$ cat src/rtl/branch_resolve_if.sv
// rtl/branch_resolve_if.sv - op, writeback and redirect channels of the branch resolve stage
interface branch_resolve_if #(
  parameter int XLEN = 32
);
  logic            in_valid;
  logic            in_ready;
  logic [1:0]      in_kind;
  logic [XLEN-1:0] in_pc;
  logic [XLEN-1:0] in_imm;
  logic [XLEN-1:0] in_rs1;
  logic [4:0]      in_rd;
  logic            in_cmp_result;
  logic            in_pred_taken;
  logic [XLEN-1:0] in_pred_target;
  logic            out_valid;
  logic            out_ready;
  logic            out_wen;
  logic [4:0]      out_rd;
  logic [XLEN-1:0] out_link;
  logic            out_misalign;
  logic            redirect_valid;
  logic            redirect_ready;
  logic [XLEN-1:0] redirect_pc;
  logic [31:0]     mispred_count;

  modport slave (
    input  in_valid, in_kind, in_pc, in_imm, in_rs1, in_rd, in_cmp_result,
           in_pred_taken, in_pred_target, out_ready, redirect_ready,
    output in_ready, out_valid, out_wen, out_rd, out_link, out_misalign,
           redirect_valid, redirect_pc, mispred_count
  );

  modport master (
    output in_valid, in_kind, in_pc, in_imm, in_rs1, in_rd, in_cmp_result,
           in_pred_taken, in_pred_target, out_ready, redirect_ready,
    input  in_ready, out_valid, out_wen, out_rd, out_link, out_misalign,
           redirect_valid, redirect_pc, mispred_count
  );
endinterface

$ cat src/rtl/branch_resolve.sv
// rtl/branch_resolve.sv - resolves branches/jumps, flags mispredicts, redirects fetch, squashes wrong path
module branch_resolve #(
  parameter int XLEN          = 32,
  parameter int SQUASH_CYCLES = 2
) (
  input logic             clk,
  input logic             reset_n,
  branch_resolve_if.slave bus
);
  localparam logic [1:0] K_JAL  = 2'd1;
  localparam logic [1:0] K_JALR = 2'd2;
  localparam logic [3:0] SQ_LOAD = 4'(SQUASH_CYCLES);

  typedef enum logic [1:0] {S_RUN, S_REDIRECT, S_SQUASH} state_t;

  state_t          state;
  state_t          state_nxt;
  logic [3:0]      squash_cnt;

  logic            out_valid_q;
  logic            out_wen_q;
  logic [4:0]      out_rd_q;
  logic [XLEN-1:0] out_link_q;
  logic            out_misalign_q;
  logic            redirect_valid_q;
  logic [XLEN-1:0] redirect_pc_q;
  logic [31:0]     mispred_q;

  logic            is_jump;
  logic            taken;
  logic [XLEN-1:0] jalr_sum;
  logic [XLEN-1:0] target;
  logic [XLEN-1:0] seq_pc;
  logic [XLEN-1:0] next_pc;
  logic            misalign;
  logic            mispredict;
  logic            in_ready_c;
  logic            accept;
  logic            redir_hs;

  // Reserved kind 3 falls through as a conditional branch.
  always_comb begin
    is_jump    = (bus.in_kind == K_JAL) || (bus.in_kind == K_JALR);
    taken      = is_jump | bus.in_cmp_result;
    jalr_sum   = bus.in_rs1 + bus.in_imm;
    target     = (bus.in_kind == K_JALR) ? (jalr_sum & {{(XLEN-1){1'b1}}, 1'b0})
                                         : (bus.in_pc + bus.in_imm);
    seq_pc     = bus.in_pc + XLEN'(4);
    next_pc    = taken ? target : seq_pc;
    misalign   = taken & (target[1:0] != 2'b00);
    mispredict = !misalign &
                 ((bus.in_pred_taken != taken) | (taken & (bus.in_pred_target != target)));
  end

  always_comb begin
    state_nxt  = state;
    in_ready_c = 1'b0;
    case (state)
      S_RUN: begin
        in_ready_c = !out_valid_q | bus.out_ready;
        if (bus.in_valid && in_ready_c && mispredict) state_nxt = S_REDIRECT;
      end
      S_REDIRECT: begin
        if (bus.redirect_ready) state_nxt = (SQUASH_CYCLES == 0) ? S_RUN : S_SQUASH;
      end
      S_SQUASH: begin
        in_ready_c = 1'b1;
        if (squash_cnt <= 4'd1) state_nxt = S_RUN;
      end
      default: state_nxt = S_RUN;
    endcase
  end

  assign accept   = (state == S_RUN) & bus.in_valid & in_ready_c;
  assign redir_hs = (state == S_REDIRECT) & bus.redirect_ready;

  always_ff @(posedge clk or negedge reset_n) begin
    if (!reset_n) state <= S_RUN;
    else          state <= state_nxt;
  end

  always_ff @(posedge clk or negedge reset_n) begin
    if (!reset_n) begin
      squash_cnt <= 4'd0;
    end else if (redir_hs) begin
      squash_cnt <= SQ_LOAD;
    end else if (state == S_SQUASH && squash_cnt != 4'd0) begin
      squash_cnt <= squash_cnt - 4'd1;
    end
  end

  always_ff @(posedge clk or negedge reset_n) begin
    if (!reset_n) begin
      out_valid_q    <= 1'b0;
      out_wen_q      <= 1'b0;
      out_rd_q       <= 5'd0;
      out_link_q     <= '0;
      out_misalign_q <= 1'b0;
    end else if (accept) begin
      out_valid_q    <= 1'b1;
      out_wen_q      <= is_jump & (bus.in_rd != 5'd0) & !misalign;
      out_rd_q       <= bus.in_rd;
      out_link_q     <= seq_pc;
      out_misalign_q <= misalign;
    end else if (bus.out_ready) begin
      out_valid_q    <= 1'b0;
    end
  end

  // Misaligned targets never reach here as mispredicts; the trap travels with the output.
  always_ff @(posedge clk or negedge reset_n) begin
    if (!reset_n) begin
      redirect_valid_q <= 1'b0;
      redirect_pc_q    <= '0;
      mispred_q        <= 32'd0;
    end else if (accept && mispredict) begin
      redirect_valid_q <= 1'b1;
      redirect_pc_q    <= next_pc;
      if (mispred_q != 32'hFFFF_FFFF) mispred_q <= mispred_q + 32'd1;
    end else if (redir_hs) begin
      redirect_valid_q <= 1'b0;
    end
  end

  assign bus.in_ready       = in_ready_c;
  assign bus.out_valid      = out_valid_q;
  assign bus.out_wen        = out_wen_q;
  assign bus.out_rd         = out_rd_q;
  assign bus.out_link       = out_link_q;
  assign bus.out_misalign   = out_misalign_q;
  assign bus.redirect_valid = redirect_valid_q;
  assign bus.redirect_pc    = redirect_pc_q;
  assign bus.mispred_count  = mispred_q;
endmodule

$ cat src/flat_wrapper.sv
// flat-port wrapper written by rule: the top's interface ports become plain ports
module branch_resolve_flat 
#(
  parameter int XLEN          = 32,
  parameter int SQUASH_CYCLES = 2
)
  (clk, reset_n, bus_in_valid, bus_in_kind, bus_in_pc, bus_in_imm, bus_in_rs1, bus_in_rd, bus_in_cmp_result, bus_in_pred_taken, bus_in_pred_target, bus_out_ready, bus_redirect_ready, bus_in_ready, bus_out_valid, bus_out_wen, bus_out_rd, bus_out_link, bus_out_misalign, bus_redirect_valid, bus_redirect_pc, bus_mispred_count);
  branch_resolve_if #(.XLEN(XLEN)) bus_i ();
  input logic clk;
  input logic reset_n;
  input wire logic [$bits(bus_i.in_valid)-1:0] bus_in_valid;
  input wire logic [$bits(bus_i.in_kind)-1:0] bus_in_kind;
  input wire logic [$bits(bus_i.in_pc)-1:0] bus_in_pc;
  input wire logic [$bits(bus_i.in_imm)-1:0] bus_in_imm;
  input wire logic [$bits(bus_i.in_rs1)-1:0] bus_in_rs1;
  input wire logic [$bits(bus_i.in_rd)-1:0] bus_in_rd;
  input wire logic [$bits(bus_i.in_cmp_result)-1:0] bus_in_cmp_result;
  input wire logic [$bits(bus_i.in_pred_taken)-1:0] bus_in_pred_taken;
  input wire logic [$bits(bus_i.in_pred_target)-1:0] bus_in_pred_target;
  input wire logic [$bits(bus_i.out_ready)-1:0] bus_out_ready;
  input wire logic [$bits(bus_i.redirect_ready)-1:0] bus_redirect_ready;
  output wire logic [$bits(bus_i.in_ready)-1:0] bus_in_ready;
  output wire logic [$bits(bus_i.out_valid)-1:0] bus_out_valid;
  output wire logic [$bits(bus_i.out_wen)-1:0] bus_out_wen;
  output wire logic [$bits(bus_i.out_rd)-1:0] bus_out_rd;
  output wire logic [$bits(bus_i.out_link)-1:0] bus_out_link;
  output wire logic [$bits(bus_i.out_misalign)-1:0] bus_out_misalign;
  output wire logic [$bits(bus_i.redirect_valid)-1:0] bus_redirect_valid;
  output wire logic [$bits(bus_i.redirect_pc)-1:0] bus_redirect_pc;
  output wire logic [$bits(bus_i.mispred_count)-1:0] bus_mispred_count;
  assign bus_i.in_valid = bus_in_valid;
  assign bus_i.in_kind = bus_in_kind;
  assign bus_i.in_pc = bus_in_pc;
  assign bus_i.in_imm = bus_in_imm;
  assign bus_i.in_rs1 = bus_in_rs1;
  assign bus_i.in_rd = bus_in_rd;
  assign bus_i.in_cmp_result = bus_in_cmp_result;
  assign bus_i.in_pred_taken = bus_in_pred_taken;
  assign bus_i.in_pred_target = bus_in_pred_target;
  assign bus_i.out_ready = bus_out_ready;
  assign bus_i.redirect_ready = bus_redirect_ready;
  assign bus_in_ready = bus_i.in_ready;
  assign bus_out_valid = bus_i.out_valid;
  assign bus_out_wen = bus_i.out_wen;
  assign bus_out_rd = bus_i.out_rd;
  assign bus_out_link = bus_i.out_link;
  assign bus_out_misalign = bus_i.out_misalign;
  assign bus_redirect_valid = bus_i.redirect_valid;
  assign bus_redirect_pc = bus_i.redirect_pc;
  assign bus_mispred_count = bus_i.mispred_count;
  branch_resolve #(.XLEN(XLEN), .SQUASH_CYCLES(SQUASH_CYCLES)) u_core (.clk(clk), .reset_n(reset_n), .bus(bus_i));
endmodule
$ cat config.mk
export PLATFORM = sky130hd
export DESIGN_NAME = branch_resolve_flat
export DESIGN_NICKNAME = d
export VERILOG_FILES = /design/src/rtl/branch_resolve_if.sv /design/src/rtl/branch_resolve.sv /design/src/flat_wrapper.sv
export SDC_FILE = /design/constraint.sdc
export NUM_CORES = 1
export LEC_CHECK = 0
export CAP_MARGIN = 20
export CORE_MARGIN = 2
export CORE_UTILIZATION = 47
export CTS_CLUSTER_SIZE = 30
export DETAILED_ROUTE_END_ITERATION = 8
export PLACE_DENSITY = 0.79
export SYNTH_ARGS = -nofsm -noshare
export SYNTH_HDL_FRONTEND = slang
export SYNTH_SLANG_ARGS = --single-unit
export TNS_END_PERCENT = 50
$ cat constraint.sdc
create_clock -name clk -period 2.25 [get_ports clk]
set_input_delay 0.3375 -clock clk [delete_from_list [all_inputs] [get_ports clk]]
set_output_delay 0.3375 -clock clk [all_outputs]
set_load 0.02 [all_outputs]
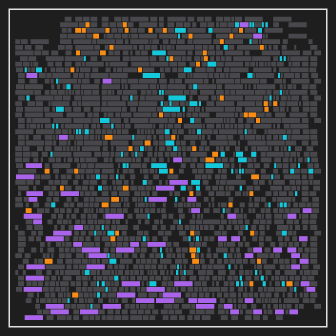
Fig. 1. Gate-type map.
Cyan marks nor cells, cells 131, most used nor2_1, where spread over the die. Orange marks and/or cells, cells 63, most used and3_1. Purple marks fa/ha/maj cells, cells 68, most used ha_1.

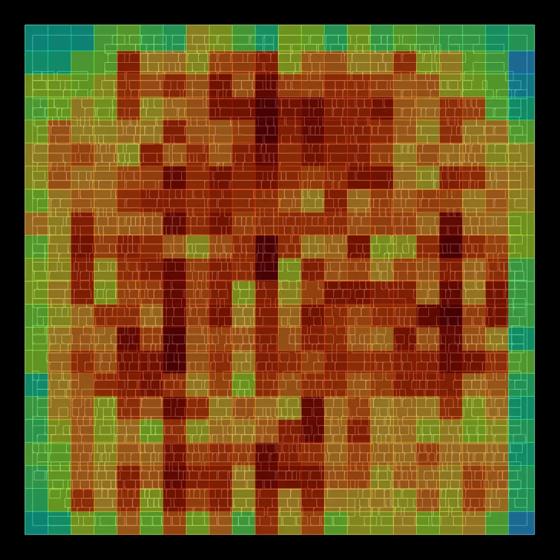
Fig. 2. Routing congestion.
gr usage total: 37.91%
GR Util met2: 66.58%
global-route track usage on met3: 6.570%

-- final cells by class --
class	count	area share [%]
inverter	29	0.6161
sequential	111	15.72
multi-input combinational	1021	47.16
clock buffer	9	1.275
timing repair buffer	669	32.80
clock inverter	7	0.4532
tap	280	1.983
-- cell families (layout without fill, tap and decap cells) --
kind of cell	after synthesis	in the layout	synth area share [%]
adder cells (fa/ha/maj)	68	68	8.335
AND-OR/OR-AND	313	313	19.26
AND/OR/NAND/NOR	413	414	20.14
multiplexers	75	75	8.636
flip-flops	111	111	26.74
XOR/XNOR	151	151	13.29
buffers and inverters	91	714	3.602
-- what timing repair did --
action / in CTS / in global routing
hold buffers: 0 / 0
cloned: 3 / 2
resized: 185 / 100
pin swaps: 42 / 48
endpoints found under the setup margin: 81 / 74
buffers inserted: 22 / 10
==> flow_summary.json <==
{
  "cts_root_buf": "clkbuf_16",
  "grt_use_met1_pct": 43.24,
  "grt-busiest-layer": "met2",
  "wl_met2_um": 23010,
  "startpoint": "bus_in_rs1[12]",
  "rr_endpoint": "u_core.bus.mispred_count[23]$_DFFE_PN0P_",
  "p_seq_share_pct": 25.6,
  "top_layer_used": "met4",
  "die_x_um": 152.7,
  "clock_sinks": 111,
  "violations": "negative hold slack, negative setup slack",
  "reg2reg_slack_ns": -0.49,
  "fin_area_sq_um": 17670,
  "finalCriticalPeriod_ns": 4.413,
  "instances_no_fill": 2126,
  "synth_cell_types": 80,
  "path_max_fanout": 6,
  "ys.flops": 111,
  "synthesis.area_sq_um": 10390,
  "gp_congestion": 0.9685,
  "timing.fmax_mhz": 226.6,
  "grt_max_degree": 54,
  "rsz0062_at_grt": "true",
  "hold_class": "input port to async pin",
  "cp_slowest_cell": "clkdlybuf4s50_1",
  "edf_count": 0,
  "via_count": 12850,
  "flop_cell": "dfrtp_1",
  "final-seq-area_sq_um": 2778,
  "crit_end": "u_core.bus.mispred_count[23]$_DFFE_PN0P_",
  "met1_length_um": 17370,
  "htree_levels": 3,
  "dp_slack_ns": -2.654,
  "power_frac_comb_pct": 61.2,
  "area_leaders": "dfrtp_1 27%, ha_1 7.9%, xnor2_1 7.3%",
  "final_common_cell": "buf_4",
  "internal_power_mw": 7.621,
  "met3WireLength_um": 3715,
  "setup-tns-final_ns": -115.25,
  "tritoncts": "done",
  "syn_to_final_growth_pct": 70.09,
  "finalSetupViolCount": 67,
  "crit_path_start_kind": "input port",
  "drv_slew": 0,
  "initCoreUtil_pct": 47.75,
  "fp.dieH_um": 152.7,
  "path_buffers": 7,
  "ys_seq_share_pct": 26.74,
  "p_total_mw": 12.90,
  "switching_power_mw": 5.282,
  "fin_skew_ns": 0.006429,
  "yosys.area.top_type_share_pct": 26.74,
  "cpMostUsedCell": "buf_4",
  "drt_iter0_drc": 1102,
  "final_layout_size_suffix_gt1_share_pct": 36.08,
  "path_cells": "clkdlybuf4s50_1 > ha_4 > a21oi_4 > o21ai_1 > a211oi_2 > o22ai_2 > buf_4 > buf_4 > a221o_1 > xnor2_2 > a211oi_4 > xnor2_2 > nor2_1 > nor4b_4 > buf_4 > buf_4 > buf_6 > nor2_4 > buf_6 > nand4_1 > xnor2_1",
  "maxCapViolCount": 0,
  "coreArea_sq_um": 21760,
  "synth_area_leader_cell": "dfrtp_1",
  "dp.final_hpwl_um": 34220,
  "netlist_instances": 1222,
  "antenna_found_initial": 0,
  "crit_path_end_kind": "register",
  "swShare_pct": 40.94,
  "drc": 0,
  "slowest_delay_ns": 0.51,
  "r2r_cells": 8,
  "worstPathArrival_ns": 4.61,
  "crit_required_ns": 2.45,
  "portBuffers": 247,
  "logic_area_sq_um": 8332,
  "layout.nets": 2051,
  "postLayoutSetupSlackWorst_ns": -2.163,
  "clk-power_mw": 1.70,
  "vias_per_cell": 6.042,
  "mostFrequentLayoutCells": "402 x buf_4, 191 x clkdlybuf4s50_1, 121 x nand2_1, 111 x dfrtp_1, 77 x xnor2_1",
  "final_antenna_net_count": 0,
  "power_density_nw_per_um2": 730.3,
  "crit_type": "input port to register",
  "routed_wl_um": 47990,
  "grt_pass1_vias": 13090,
  "first_pass_iters": 6,
  "seq_power_mw": 3.31,
  "path_depth": 21,
  "wl_per_cell_um": 22.57,
  "rows": 54,
  "ys_top_cells_by_count": "126 x nand2_1, 111 x dfrtp_1, 87 x a21oi_1",
  "cp_top_family": "buffers and inverters",
  "dpl_cell_area_sq_um": 15910,
  "ir_drop_mv": 0.9206,
  "clkLatencyLatePin_ns": 0.36,
  "top_cell": "nand2_1",
  "hold_viol": 11,
  "die_area_sq_um": 23310,
  "tool_warnings": 30,
  "worst_pin_slew_ns": 0.7003,
  "fill_cells": 1375,
  "ys_area_sq_um": 10390,
  "status": "finished, violations left",
  "hold_ws_ns": -0.01858,
  "top_power_group": "combinational cells",
  "grt_overflow_total": 0
}
